==> run_1/zoom.png <==
Window x 13 to 38, y 13 to 38 µm. Cells in grey, sequential cells in the stronger grey; small squares are vias.
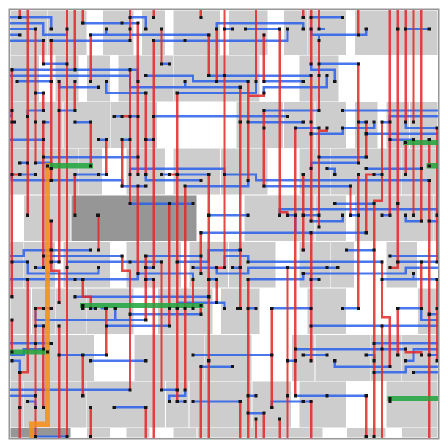
==> run_1/density.png <==
Scale: 6 px per µm. The die is cut into 10 by 10 equal tiles; black is low, pale yellow is high, 0 to 100% covered.
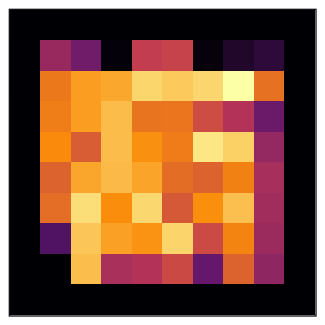
==> run_1/cell_classes.png <==
Scale: 8 px per µm. Fill, decap, tap and diode cells in grey.
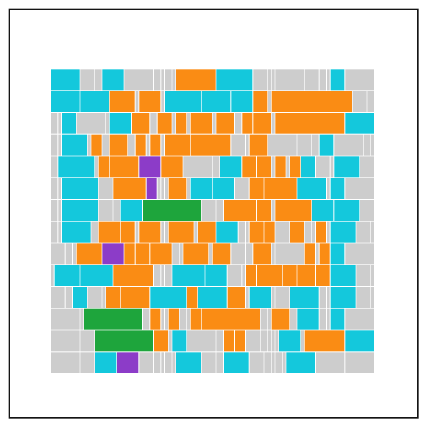
==> run_1/final_clocks.png <==
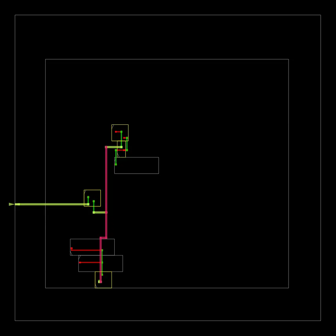
Design punc_control_flat, sky130hd; sources not shown.
==> run summary, run 1 <==
Latest figures from synthesis and place and route.

The report lists the number of cells resized after CTS as 39. The headroom to the max-slew limit is 70.4%. The layout cell share with drive strength beyond 1 is between 30% and 40%.

The design draws ~160 µW. The flow ran to the end, and the final reports show no timing, DRC or antenna violations. The global-route wire length before repair is approximately 3.2 mm. The fraction of cell area in multi-input combinational cells is reported as 46.4%. In this run the deepest clock path goes through 2 buffers. The port buffer count is 35. The worst hold path passes through 2 cells. Per report_power, the Combinational row totals about 70 µW.

Setup repair after global routing left no endpoint under its margin. After synthesis, the largest family of logic cells by area is simple AND/OR/NAND/NOR gates. The tool warning count for the run is 37. The CTS root buffer is clkbuf_4.

Multi-input combinational cells in the finished layout were counted as roughly 66. CTS built an H-tree with a depth of 1. Summed over its instances, the top area cell type makes up 9.98% of the synthesized netlist area. The number of non-clock buffers is 51. The total half-perimeter wirelength after legalization and detailed placement is 1.56 mm. The post-detailed-routing wire length is about 2 mm.

Cell internal power was estimated by the tool at around 100 µW. The number of buffers created by CTS is 3. The number of placed instances, taps included, is roughly 140. Counting the fill cells in the layout gives approximately 140. For this design, the slowest cell found on the critical path is or4b_4. The final critical-path share of the clock period is between 80 and 90%. Adding up every negative setup slack in the final design gives 0 ns.

Compared with the post-synthesis result, the final layout area differs by 75.1%. The area share of fa/ha/maj cells after synthesis is 0%. The number of cells traversed by the worst register-to-register path is 3.

The primary flip-flop cell chosen by synthesis mapping is dfxtp_1. 0 antenna diodes ended up in the layout. The sort of element at the end of the critical path is an output port. Once detail routing completed, the nets flagged for antenna violations numbered 0. The inserted tap cell count is 16. The synthesized-area fraction occupied by and/or/nand/nor cells is between 50% and 60%. The tool flagged a number of max-cap violations equal to 0. The leakage component of the power was reported as between 0.5 and 0.6 nW. The post-synthesis chip area from yosys is 602 µm².

The register with the most flip-flops in the layout has 3 of them. The total overflow left after global routing is 0. The number of antenna violations at the first check in global routing is 0.

Of all the cell area in the finished design, non-clock buffers hold around 41%. In the final layout, clock buffers and inverters account for under 10% of the cell area. The worst slack at placement is -0.0347 ns. The power dissipated by switching net loads is between 50 and 60 µW. The biggest area contributor in the post-synthesis netlist is dfxtp_1. In the Yosys report, the sequential cells make up ~10% of the chip area.

The met2 demand-to-capacity share in global routing is between 20% and 30%. Yosys stat counts ~85 cells in the synthesized netlist. The clock slew seen by the registers of the worst setup and hold paths is 0.04 ns. The congestion estimate from routability-driven global placement came to a little over 0.8. After layout, the worst setup slack is between 0.5 and 0.6 ns. The global-route met3 utilization is 3.49%. The iteration tally of the first detailed-router pass is 5. The worst stage delay on the critical path is around 0.48 ns.

For reference, the critical path cell chain is dlygate4sd2_1, or4b_4, buf_6, buf_4, nor4_1, dlygate4sd1_1. The number of instances in the synthesized netlist is around 85. The synthesis warning total is 0.

The non-clock inverter total of the final layout is 5. The met1 track demand over resource is around 17%. The leading cell type in the layout, fill and taps excluded is buf_4. The routed layout has ~770 vias.

The vertical die dimension is ~51 µm. The number of buffers and inverters on the critical path is 4. The main area contributors are dfxtp_1, a21oi_1, nor2_1, nand2_1, a2111oi_4. By startpoint and endpoint, the worst setup path is classified as in -> out. The async set-reset flop share out of synthesis is 0%. The x dimension of the die is approximately 50 µm. The portion of netlist area occupied by mux cells is ~1.7%.

The time the final worst path needs with I/O delays and setup is approximately 3.7 ns. The dominant delay contributor by cell family on the critical path is buffers and inverters. The total area of multi-input combinational cells is a little under 500 µm². The most crowded layer after global routing is met2. The number of enable-type register cells in the synthesized netlist is 0. In the per-layer summary, the met1 wirelength comes to around 800 µm. Per the detail_route log, met3 wirelength is around 170 µm. For reference, the final report shows the max-slew violation count at 0. For this run, the total global-route usage over all layers was measured as between 10% and 20%. All stages included, the depth of the critical timing path comes to 6. After Yosys synthesis, AND-OR and OR-AND compound gates account for around 19% of the synthesized area.

Endpoints failing hold in the final report were tallied at 0. The xor-xnor portion of the synthesized cell area is about 2.9%. The minimum hold slack is between 0.5 and 0.6 ns. The most common cell in the netlist is nor2_1. Excluding fillers, the count of instances in the completed layout stands at between 100 and 150.

The cts-stage hold buffer count is 0.
About zoom.png:
[blue] met1
[green] met3
[orange] met4
[red] met2
most frequent: buf_4 (8), nand2_1 (7), nand2b_1 (4)
sequential cells in the window: 1
cells with their middle in the window: 66

About density.png:
emptiest ninth of the die: top right
tiles over 75% full: 25%
nearly empty tiles: 39%
fullest tile: 100%
densest ninth of the die: middle
Initial Utilization: 39.0%
core footprint: 0.00154 mm²
core occupancy in the finished layout: 68.3%

About cell_classes.png:
[orange] all other logic | cells: 71 | share of their area: 49%
[green] flip-flops | cells: 3 | share of their area: 5.8%
[purple] clock drivers and dummy loads | cells: 4 | share of their area: 2.5%
[cyan] other buffers and delay cells | cells: 51 | share of their area: 42%
FP Rows: 14
final std cell area, no fill: 0.00105 mm²
register share of the cell area: 5.70%

About final_clocks.png:
power dissipated in the clock network: 51.2 µW
number of clock sinks: 3
flop count: 3
number of clock-tree buffers in the layout: 4
clock latency reported for the late side of the worst-skew pair: 0.24 ns

==> run 2, diff against run 1 <==
--- a/config.mk
+++ b/config.mk
@@ -10,6 +10,7 @@
 export DETAILED_ROUTE_END_ITERATION = 7
 export PLACE_DENSITY = 0.83
 export SETUP_SLACK_MARGIN = 0.5
+export SLEW_MARGIN = 25
 export SYNTH_ARGS = -nofsm -noshare
 export SYNTH_HDL_FRONTEND = slang
 export SYNTH_SLANG_ARGS = --single-unit
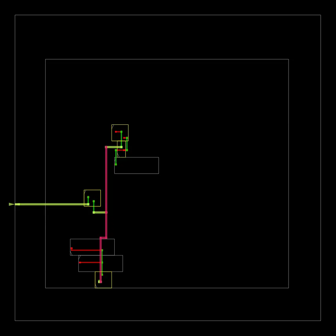
(run_2/final_clocks.png)
CTS buffer count: 3

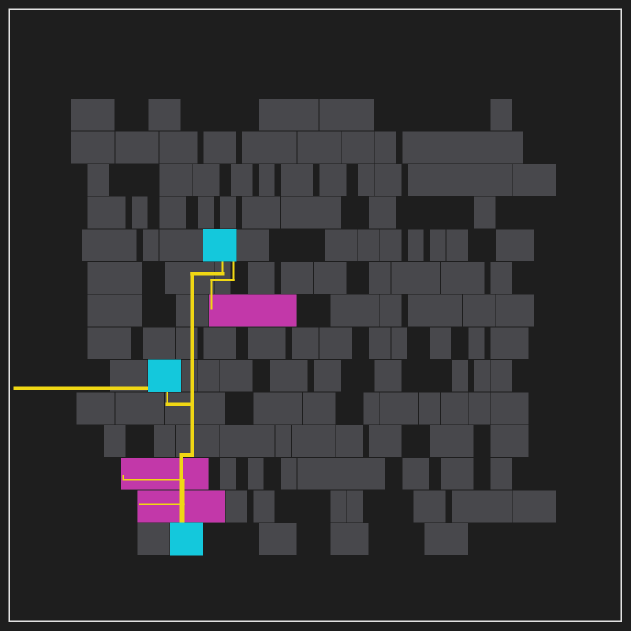
(run_2/clock_map.png)
Scale: 12 px per µm.
[magenta] flip-flops | count: 3
[yellow] clock wires | length: 66.5 µm
[cyan] cells driving clock nets | count: 3
routed clock nets: 4
fraction of power consumed by the clock network: 32.6%

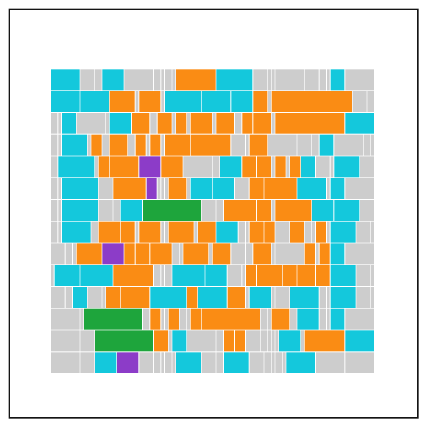
(run_2/cell_classes.png)
Scale: 8 px per µm. Fill, decap, tap and diode cells in grey.
[green] flip-flops | cells: 3 | share of their area: 5.8%
[orange] all other logic | cells: 71 | share of their area: 49%
[cyan] other buffers and delay cells | cells: 51 | share of their area: 42%
[purple] clock drivers and dummy loads | cells: 4 | share of their area: 2.5%

==> run 2 against run 1 <==
  * Count of clock-buffer cells in the layout is the same
  * Sequential power is essentially flat
  * Worst hold slack is the same
  * Cell area is the same
  * Core utilization is the same
  * First-iteration DRC count is the same
  * Largest cell class unchanged
  * Highest routed layer unchanged
==> run summary, run 2 <==
Latest figures from synthesis and place and route.

The area fraction in compound gates after synthesis is 19.3%. The run reported a max-capacitance violation count of 0. In this run the number of cells on the critical path is 6.

Grouping stages by cell kind, the critical path spends the most delay in buffers and inverters. The number of hold violations in the final report is 0. Across every metal layer, demand over resource in global routing totals around 15%. On met1, the global router reports a usage of between 10% and 20%.

The cell area after layout is 0.00105 mm². Global routing used 28.3% of the available met2 tracks. Non-clock inverters in the final layout number 5. The flow inserted 16 tap cells. The post-synth count of flops with an enable pin is 0. The final cell count without fillers is 145. CTS built an H-tree with a depth of 1. The total half-perimeter wirelength after legalization and detailed placement is 1.56 mm.

The number of cells traversed by the worst register-to-register path is 3. After layout, the worst path uses 87.5% of the clock period. The number of fillers in the final layout is approximately 140.

After routing, the total negative slack on setup checks comes to 0 ns. Leaving out buffers and inverters, the combinational logic in the layout accounts for between 400 and 500 µm². The CTS root buffer is clkbuf_4. The length of routed met3 wiring is roughly 170 µm. The timing report gives the clock slew at the launch and capture registers of the worst setup and hold paths as roughly 0.040 ns. Non-clock buffers make up between 40% and 50% of the layout cell area. The internal power consumption is 103 µW.

The initial utilization of the core area, before any placement, comes to roughly two fifths. The number of standard cells reported by yosys is 85. The OpenROAD warning count is 37. The final-layout clock-cell area share is approximately 2.5%. The post-cts sizing count is 39. The number of clock buffers in the layout is 4. Per the synthesis report, the XOR/XNOR share of the synthesized area is 2.91%.

Of the total standard cell area in the layout, the multi-input combinational portion is 46.4%. The tightest hold path in the finished design has a slack of approximately 0.56 ns. The overall overflow remaining after global route is 0. Setup repair after global routing left no endpoint under its margin. The post-layout utilization of the core is roughly 68%. Routability-driven placement finished with a final weighted congestion of 0.830. The register with the most flip-flops in the layout has 3 of them.

The final layout contains a sequential cell count of 3. Leaving out the clock tree, the finished layout contains a buffer count of between 50 and 60. The number of instances in the synthesized netlist is approximately 85. The most crowded layer after global routing is met2. Per the detail_route report, the via count comes to about 770. Max-slew check failures listed in the final report amount to 0. The flow measured a signed area growth from synthesis to layout of 75.1%. As logged by OpenROAD, the buffers inserted on ports number 35. Sequential cells make up ~5.7% of the cell area.

The run finished with clean final reports. The number of antenna violations at the first check in global routing is 0. Yosys attributes the largest share of cell area to dfxtp_1, a21oi_1, nor2_1, nand2_1, a2111oi_4. Before antenna repair, the detailed router went through 5 iterations. Summed over all layers, the routed wires come to 2.00 mm. The total area inside the core boundary comes to around 0.0015 mm². The clock passes through at most 2 buffers. The analysis attributes to net switching a power of between 50 and 60 µW. The antenna violation net count after detailed routing is 0.

The synthesized-area fraction occupied by and/or/nand/nor cells is between 50% and 60%. The share of Yosys cell area claimed by the top area cell type is about a tenth. The post-CTS hold buffer count recorded in the log is 0. The worst stage delay on the critical path is about 0.48 ns. STA classifies the critical path endpoint as an output port.

The reported combinational group power is approximately 69 µW. The critical-path cell with the highest stage delay is or4b_4. The average cell area after synthesis is 7.08 µm². nor2_1 is the most common cell in the netlist.

The worst slack at placement is -0.0347 ns. The combinational gate count is ~66. The post-route report lists met1 wire length as 812 µm. Multiplexer cells account for 1.66% of the synthesized area. The layout cell share with drive strength beyond 1 is approximately a third. The synthesis report names the predominant flop master as dfxtp_1. Summing the areas of all fa, ha and maj instances in the mapped netlist gives 0% of the synthesized area. The async set-reset flop share out of synthesis is 0%. Across all setup checks in the final design, the least slack found is ~0.52 ns. The later-pin clock latency in the skew report is roughly 0.24 ns. The post-synthesis chip area from yosys is roughly 600 µm².

In this run the horizontal extent of the chip is ~51 µm. The worst setup path category is in -> out. The hold path depth is 2.

The worst path in the final design needs a cycle of 3.68 ns, including I/O delays and setup. The count of final setup violators is 0. The vertical die dimension is 50.9 µm. The global-route wire length before repair is between 3 and 4 mm.
Power is estimated from default activity; no workload was simulated.
